### config.mk
export PLATFORM = sky130hd
export DESIGN_NAME = piso_tx
export DESIGN_NICKNAME = d
export VERILOG_FILES = /design/src/rtl/tx_defs.sv /design/src/rtl/piso_tx_bit_counter.sv /design/src/rtl/piso_tx.sv
export SDC_FILE = /design/constraint.sdc
export NUM_CORES = 1
export LEC_CHECK = 0
export ABC_AREA = 0
export CORE_AREA = 2 2 39 41
export DETAILED_ROUTE_END_ITERATION = 8
export DIE_AREA = 0 0 41 43
export PLACE_DENSITY = 0.6
export SKIP_CTS_REPAIR_TIMING = 1
export SLEW_MARGIN = 40
export SYNTH_ARGS = -nofsm -noshare
export SYNTH_HDL_FRONTEND = slang
export SYNTH_HIERARCHICAL = 1
export SYNTH_SLANG_ARGS = --single-unit
### constraint.sdc
create_clock -name clk -period 2.65 [get_ports clk]
set_input_delay 0.3975 -clock clk [delete_from_list [all_inputs] [get_ports clk]]
set_output_delay 0.3975 -clock clk [all_outputs]
set_load 0.02 [all_outputs]
### src/rtl/tx_defs.sv
// Shared definitions for the serial transmitter: FSM state encoding and
// the counter-width helper.
package tx_defs;

  typedef enum logic {
    ST_IDLE  = 1'b0,
    ST_SHIFT = 1'b1
  } state_t;

  // Counter width is max(1, clog2(width)) so a 1- or 2-bit word still gets a real counter bit.
  function automatic int CNT_W(input int width);
    return (width <= 2) ? 1 : $clog2(width);
  endfunction

endpackage

### src/rtl/piso_tx_bit_counter.sv
// Mod-MOD up-counter with synchronous clear and terminal-count output;
// frames each word inside the serial transmitter.
module bit_counter #(
  parameter int MOD = 4,
  parameter int W   = 2
) (
  input  logic clk,
  input  logic rst_n,
  input  logic clr,
  input  logic en,
  output logic tc
);

  localparam logic [W-1:0] LAST = W'(MOD - 1);

  logic [W-1:0] cnt_q;
  logic [W-1:0] cnt_d;

  assign tc = (cnt_q == LAST);

  always_comb begin
    cnt_d = cnt_q;
    if (clr) begin
      cnt_d = '0;
    end else if (en) begin
      cnt_d = tc ? '0 : cnt_q + W'(1);
    end
  end

  always_ff @(posedge clk or negedge rst_n) begin
    if (!rst_n) begin
      cnt_q <= '0;
    end else begin
      cnt_q <= cnt_d;
    end
  end

endmodule

### src/rtl/piso_tx.sv
// Parallel-in serial-out transmitter: valid/ready word input, one bit per
// clock on q with bit-valid and last-bit qualifiers, gapless back-to-back.
module piso_tx
  import tx_defs::*;
#(
  parameter int WIDTH     = 4,
  parameter int MSB_FIRST = 0
) (
  input  logic             clk,
  input  logic             rst_n,
  input  logic [WIDTH-1:0] din,
  input  logic             din_valid,
  output logic             din_ready,
  output logic             q,
  output logic             q_valid,
  output logic             q_last
);

  localparam int CW = CNT_W(WIDTH);

  state_t           state_q;
  state_t           state_d;
  logic [WIDTH-1:0] sr_q;
  logic [WIDTH-1:0] sr_d;
  logic             cnt_clr;
  logic             cnt_en;
  logic             cnt_tc;
  logic             accept;

  bit_counter #(
    .MOD (WIDTH),
    .W   (CW)
  ) u_bit_counter (
    .clk   (clk),
    .rst_n (rst_n),
    .clr   (cnt_clr),
    .en    (cnt_en),
    .tc    (cnt_tc)
  );

  assign q_valid = (state_q == ST_SHIFT);
  assign q_last  = q_valid && cnt_tc;
  assign q       = q_valid && ((MSB_FIRST != 0) ? sr_q[WIDTH-1] : sr_q[0]);
  // Held low during reset so a producer never sees a handshake the block cannot honour.
  assign din_ready = rst_n && (!q_valid || q_last);
  assign accept    = din_valid && din_ready;

  always_comb begin
    state_d = state_q;
    sr_d    = sr_q;
    cnt_clr = 1'b0;
    cnt_en  = 1'b0;
    if (accept) begin
      state_d = ST_SHIFT;
      sr_d    = din;
      cnt_clr = 1'b1;
    end else if (state_q == ST_SHIFT) begin
      sr_d   = (MSB_FIRST != 0) ? (sr_q << 1) : (sr_q >> 1);
      cnt_en = 1'b1;
      if (cnt_tc) begin
        state_d = ST_IDLE;
      end
    end
  end

  always_ff @(posedge clk or negedge rst_n) begin
    if (!rst_n) begin
      state_q <= ST_IDLE;
      sr_q    <= '0;
    end else begin
      state_q <= state_d;
      sr_q    <= sr_d;
    end
  end

endmodule

Fig. 1: run 1, cell classes on the final placement
Drawn at 6 px/um.
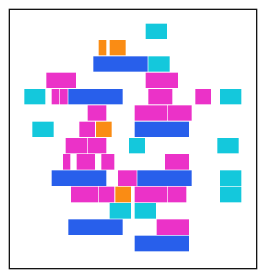
- all other logic: magenta (cells 22)
- flip-flops: blue (cells 7)
- clock drivers and dummy loads: orange (cells 4)
- other buffers and delay cells: cyan (cells 11)

Fig. 2: run 1, sequential cells grouped by signal name
Drawn at 6 px/um. Other sequential cells in the stronger grey, the rest of the logic in the fainter grey.
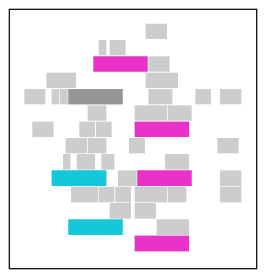
- sr_q: magenta (placed flops 4)
- u_bit_counter/cnt_q: cyan (placed flops 2)
- not coloured: 1

==> results.rst, run 1 <==
Run summary
-----------

.. list-table::
   :header-rows: 1

   * - Metric
     - Value
   * - Area overhead of the layout relative to synthesis
     - 35.6%
   * - GRT overflow
     - 0
   * - Worst-case hold slack
     - 484 ps
   * - Via count
     - 266
   * - Total power
     - 574 uW
   * - Cts bufs inserted
     - 3
   * - Total Negative Setup Slacks
     - 0 ps
   * - Syn. warnings
     - 6
   * - Diode insertion count for antenna repair
     - 0
   * - Cells on worst reg2reg path
     - 6
   * - Number of antenna violations at the first check in global routing
     - 0
   * - Sequential element share of the synthesized area
     - 0.438
   * - Setup skew after layout
     - ~1.2 ps
   * - Largest fanout on the critical path
     - 3
   * - Critical Path Source
     - u_bit_counter/cnt_q[0]$_DFFE_PN0P_
   * - Number of distinct standard cells referenced by the synthesized netlist
     - 15
   * - Post-synth EDFFs
     - 0
   * - CTS tree
     - built
   * - PwrDens
     - around 1100 nW/um^2
   * - Outcome
     - finished, final reports clean
   * - Worst r2r dst
     - u_bit_counter/cnt_q[0]$_DFFE_PN0P_
   * - Min-Delay Path Class
     - in -> async
   * - Maximum achievable frequency
     - 458 MHz
   * - Register bit total from synthesis
     - 7
   * - Most used standard cells in the synthesized netlist
     - dfrtp_1 (7), mux2_4 (4), and2_2 (3), mux2_2 (3)
   * - Average wire per standard cell
     - 12.0 um
   * - Period minus WS final
     - between 2000 and 2500 ps
   * - Register-to-Register Setup Slack
     - 870 ps
   * - Net count after synthesis
     - 38
   * - Library cell used as clock root buffer
     - clkbuf_4
   * - First-pass GRT wire length
     - 1170 um
   * - Later-pin clock latency in the skew report
     - around 250 ps
   * - Detailed-route wire length
     - 717 um
   * - HPWL after DPL
     - 538 um
   * - Post-synthesis instance area
     - 400 um^2
   * - Kind of start point of the critical path
     - flip-flop
   * - Average via count per standard cell
     - 4.43
   * - Pin slew with the least headroom to its limit
     - 290 ps
   * - Number of nets still failing antenna checks after routing
     - 0
   * - Die outline width
     - around 40 um
   * - Share of post-route cells with drive strength above 1
     - 0.432
   * - Count leader, synth
     - dfrtp_1
   * - Instance count of the mapped netlist
     - 30
   * - Fraction of registers with async set/reset
     - 1.00
   * - Pin count of the biggest net entering global routing
     - 10
   * - Filler cell count
     - 136
   * - Clock Sinks
     - 7
   * - Post-detailed-route DRC marker count
     - 0
   * - Data required time of the critical path
     - 2250 ps
   * - Number of buffers inserted by port buffering
     - 10
   * - Total global routing track utilization
     - 0.105
   * - FP Util
     - 0.289
   * - Most used DFF post-synth
     - dfrtp_1
   * - Post-layout nets
     - 53
   * - # rows
     - 14
   * - Crit path capture type
     - output pin
   * - Logic cell area
     - ~210 um^2
   * - Final setup violation count
     - 0
   * - Unrepaired setup endpoints after global routing
     - false
   * - Period Utilization, post-route
     - 0.824
   * - Chip Area
     - 1760 um^2
   * - Final number of hold-violating endpoints
     - 0
   * - Final Max-Slew Violation Tally
     - 0
   * - Detailed Route Iter0 Violations
     - 1
   * - Register area
     - 175 um^2
   * - Area figure in the yosys stat output
     - 400 um^2
   * - Top cells by area, synth
     - dfrtp_1 (44%), mux2_4 (15%), mux2_2 (8.4%)
   * - Number of ports placed on the die boundary
     - 11
   * - Max_cap viols
     - 0
   * - Final core occ
     - 0.392
   * - Endpoint of the worst setup timing path
     - din_ready
   * - Clock H-tree levels
     - 1
   * - Clock-pin slew of the registers on the worst-case setup and hold paths
     - 50 ps
   * - Vert. Die Dim
     - 43 um
   * - Routability-driven placement congestion ratio
     - about 0.69
   * - Crit path arrival time
     - 1790 ps
   * - Drt first pass iters
     - 2
   * - Number of cells in the yosys synthesis report
     - 30
   * - Average size of a mapped cell
     - roughly 13 um^2
   * - Max Root-Sink Buffers
     - 2
   * - Start-to-end type of the worst setup path
     - reg -> out
   * - Number of global-route vias before repair
     - approximately 280
   * - Portion of synthesized cell area occupied by the leading cell type
     - 0.438
   * - LEAKAGE
     - between 0.0002 and 0.00025 uW
   * - Worst max-slew margin expressed relative to the limit
     - 0.807
   * - CORE AREA
     - 1380 um^2
Fig. 3: run 1, routed clock nets over the placement
Drawn at 6 px/um.
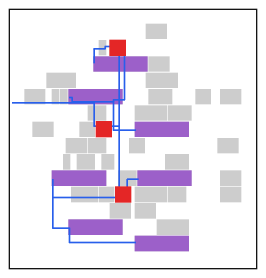
- clock wires: blue (length 119 um)
- cells driving clock nets: red (count 3)
- flip-flops: purple (count 7)
- routed clock nets: 4

[run 1: power by group]
group	leakage (uW)	switching [uW]	internal, uW
Sequential	0.0000883	39.0	151
Combinational	0.000146	109	179
Clock	0.0000150	39.0	57.4
[run 1: flip-flops by register name, indices dropped and copies added, names as in the netlist]
register / flops
u_bit_counter/cnt_q: 2
q_valid: 1
sr_q: 4
[run 1: placed cells by master (no fill, tap or decap), types with 2 or more instances in the layout]
cell type        instances
mux2_2                   3
and2b_2                  2
nand2_1                  2
mux2_4                   4
clkbuf_4                 3
dfrtp_1                  7
and2_2                   3
clkdlybuf4s50_1         10
[run 1: through the flow]
step | cells | area (um^2) | setup WS [ps]
after floorplan | 30 | 400 | 893
after global placement | 56 | 517 | 605
after detailed placement | 56 | 517 | 538
after CTS | 60 | 543 | 449
after global routing | 60 | 543 | 367
final | 60 | 543 | 467
[run 1: kinds of logic after synthesis]
kind of cell               after synthesis  synth area share
and+or+nand+nor                         12             0.222
muxes                                    8             0.259
DFF                                      7             0.438
AOI/OAI and AO/OA                        1            0.0219
buffers and inverters                    1            0.0281
adders and majority gates                1            0.0312
[run 1: metal layers]
layer  routed length [um]  track usage  up-vias
met5                    0            0        -
met4                    0       0.0800        0
met3                   31       0.0314        0
met2                  368        0.144        7
met1                  316        0.132      129
li1                     -            -      130
[run 1: worst max-delay path, cell delays in order (launching register included)]
cell and delay (ps):
dfrtp_1 400, ha_1 220, nand2b_2 190, and2_2 200
clkdlybuf4s50_1 530
[run 1: final cells by class]
type,instances,share of cell area
Sequential cell,7,0.323
Timing Repair Buffer,11,0.198
Clock buffer,4,0.0484
Multi-Input combinational cell,22,0.394
Tap cell,16,0.0369
Fig. 4: run 1, I/O nets highlighted
Drawn at 12 px/um.
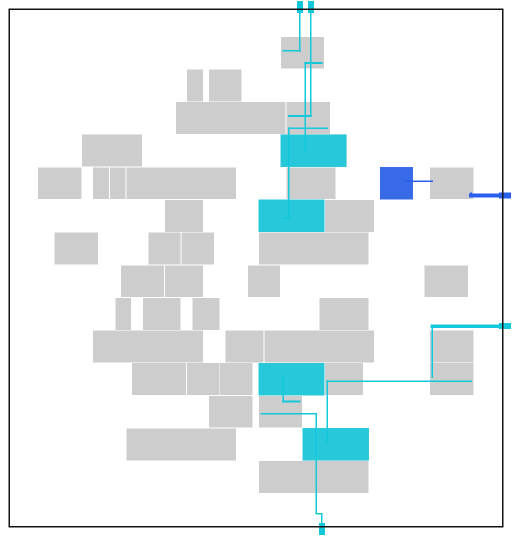

==> run 2, diff against run 1 <==
PLACE_DENSITY = 0.62   (was 0.6)
clock period = 1.8 ns   (was 2.65 ns; I/O delays follow)
Fig. 5: run 2, I/O nets highlighted
Drawn at 12 px/um.
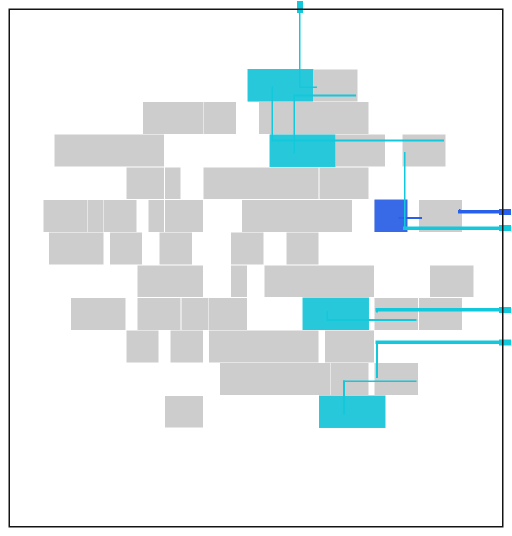
- din: cyan (bits 4; direction input; end cells 4; wire 89.9 um)
- q: blue (bits 1; direction output; end cells 1; wire 5.10 um)

Fig. 6: run 2, cell classes on the final placement
Drawn at 6 px/um.
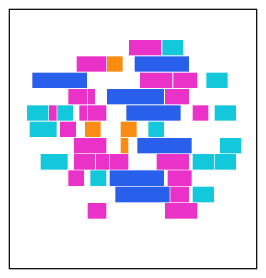
- all other logic: magenta (cells 22)
- other buffers and delay cells: cyan (cells 13)
- clock drivers and dummy loads: orange (cells 4)
- flip-flops: blue (cells 7)

==> results.rst, run 2 <==
Run summary
-----------

.. list-table::
   :header-rows: 1

   * - Metric
     - Value
   * - Setup skew after layout
     - just under 3 ps
   * - Post-synth EDFFs
     - 0
   * - Crit path capture type
     - output pin
   * - Post-Synth XOR/XNOR Area
     - 0
   * - Die outline width
     - 41 um
   * - Start-to-end type of the worst setup path
     - reg -> out
   * - Family with the most delay on the worst path
     - buffers and inverters
   * - Average size of a mapped cell
     - between 10 and 15 um^2
   * - Most used DFF post-synth
     - dfrtp_1
   * - Count leader, synth
     - dfrtp_1
   * - Number of cells in the yosys synthesis report
     - 30
   * - Area figure in the yosys stat output
     - 400 um^2
   * - Number of buffers inserted by port buffering
     - 10
   * - Detailed-route wire length
     - 735 um
   * - Outcome
     - finished, final reports clean
   * - Routability-driven placement congestion ratio
     - 0.684
   * - Number of global-route vias before repair
     - 278
   * - Pwr top
     - combinational cells
   * - Switching component of the power
     - 278 uW
   * - Most used standard cells in the synthesized netlist
     - dfrtp_1 (7), mux2_4 (4), and2_2 (3), mux2_2 (3)
   * - Detailed Route Iter0 Violations
     - 0
   * - LEAKAGE
     - 0.000288 uW
   * - Total Negative Setup Slacks
     - 0 ps
   * - Clock Power
     - about 130 uW
   * - Flop pwr share
     - 0.334
   * - Number of nets still failing antenna checks after routing
     - 0
   * - First-pass GRT wire length
     - 1170 um
   * - Register bit total from synthesis
     - 7
   * - GRT overflow
     - 0
   * - Final Non-Filler Cells
     - just over 60
   * - Pin slew with the least headroom to its limit
     - between 200 and 250 ps
   * - Post-Place Setup Slack
     - -26.3 ps
   * - Post-synthesis instance area
     - 400 um^2
   * - Clock H-tree levels
     - 1
   * - Period Utilization, post-route
     - 0.950
   * - Commonest Layout Cell
     - clkdlybuf4s50_1
   * - Final number of hold-violating endpoints
     - 0
   * - Total power
     - roughly 860 uW
-- run 2: cell types whose count changed in the layout (fill, tap and decap cells not counted), sizes merged --
cell / previous run / this run
clkdlybuf4s50: 10 / 8
buf: 1 / 3
dlymetal6s2s: 0 / 2
-- run 2: routing by layer --
layer,share of wire,GRT usage,vias up
met5,0,0,-
met4,0,0.0200,0
met3,0.088,0.0314,0
met2,0.47,0.150,10
met1,0.44,0.125,128
li1,-,-,135
-- run 2: cell families (layout without fill, tap and decap cells) --
kind of cell | Yosys count | after routing
simple gates | 12 | 12
mux | 8 | 8
flops | 7 | 7
fa+ha+maj | 1 | 1
compound gates | 1 | 1
buf+inv | 1 | 17
-- run 2: layout make-up --
class / instances / area [um^2] / share of cell area
tap: 16 / 20.0 / 0.0353
timing repair buffer: 13 / 128 / 0.225
clock buffer: 4 / 26.3 / 0.0464
multi-input combinational: 22 / 216 / 0.382
sequential: 7 / 176 / 0.311
-- run 2: final timing paths --
kind	start	slack [ps]	endpoint	cells past startpoint
worst max-delay path	q_valid$_DFF_PN0_	90	q	2
worst min-delay path	rst_n	370	u_bit_counter/cnt_q[1]$_DFFE_PN0P_	2
worst max register to register	u_bit_counter/cnt_q[0]$_DFFE_PN0P_	90	u_bit_counter/cnt_q[0]$_DFFE_PN0P_	6
worst min register to register	u_bit_counter/cnt_q[1]$_DFFE_PN0P_	570	u_bit_counter/cnt_q[1]$_DFFE_PN0P_	2
max in group asynchronous	rst_n	1280	q_valid$_DFF_PN0_	2
min in group clk	u_bit_counter/cnt_q[1]$_DFFE_PN0P_	570	u_bit_counter/cnt_q[1]$_DFFE_PN0P_	2
Power and IR drop assume default switching activity.
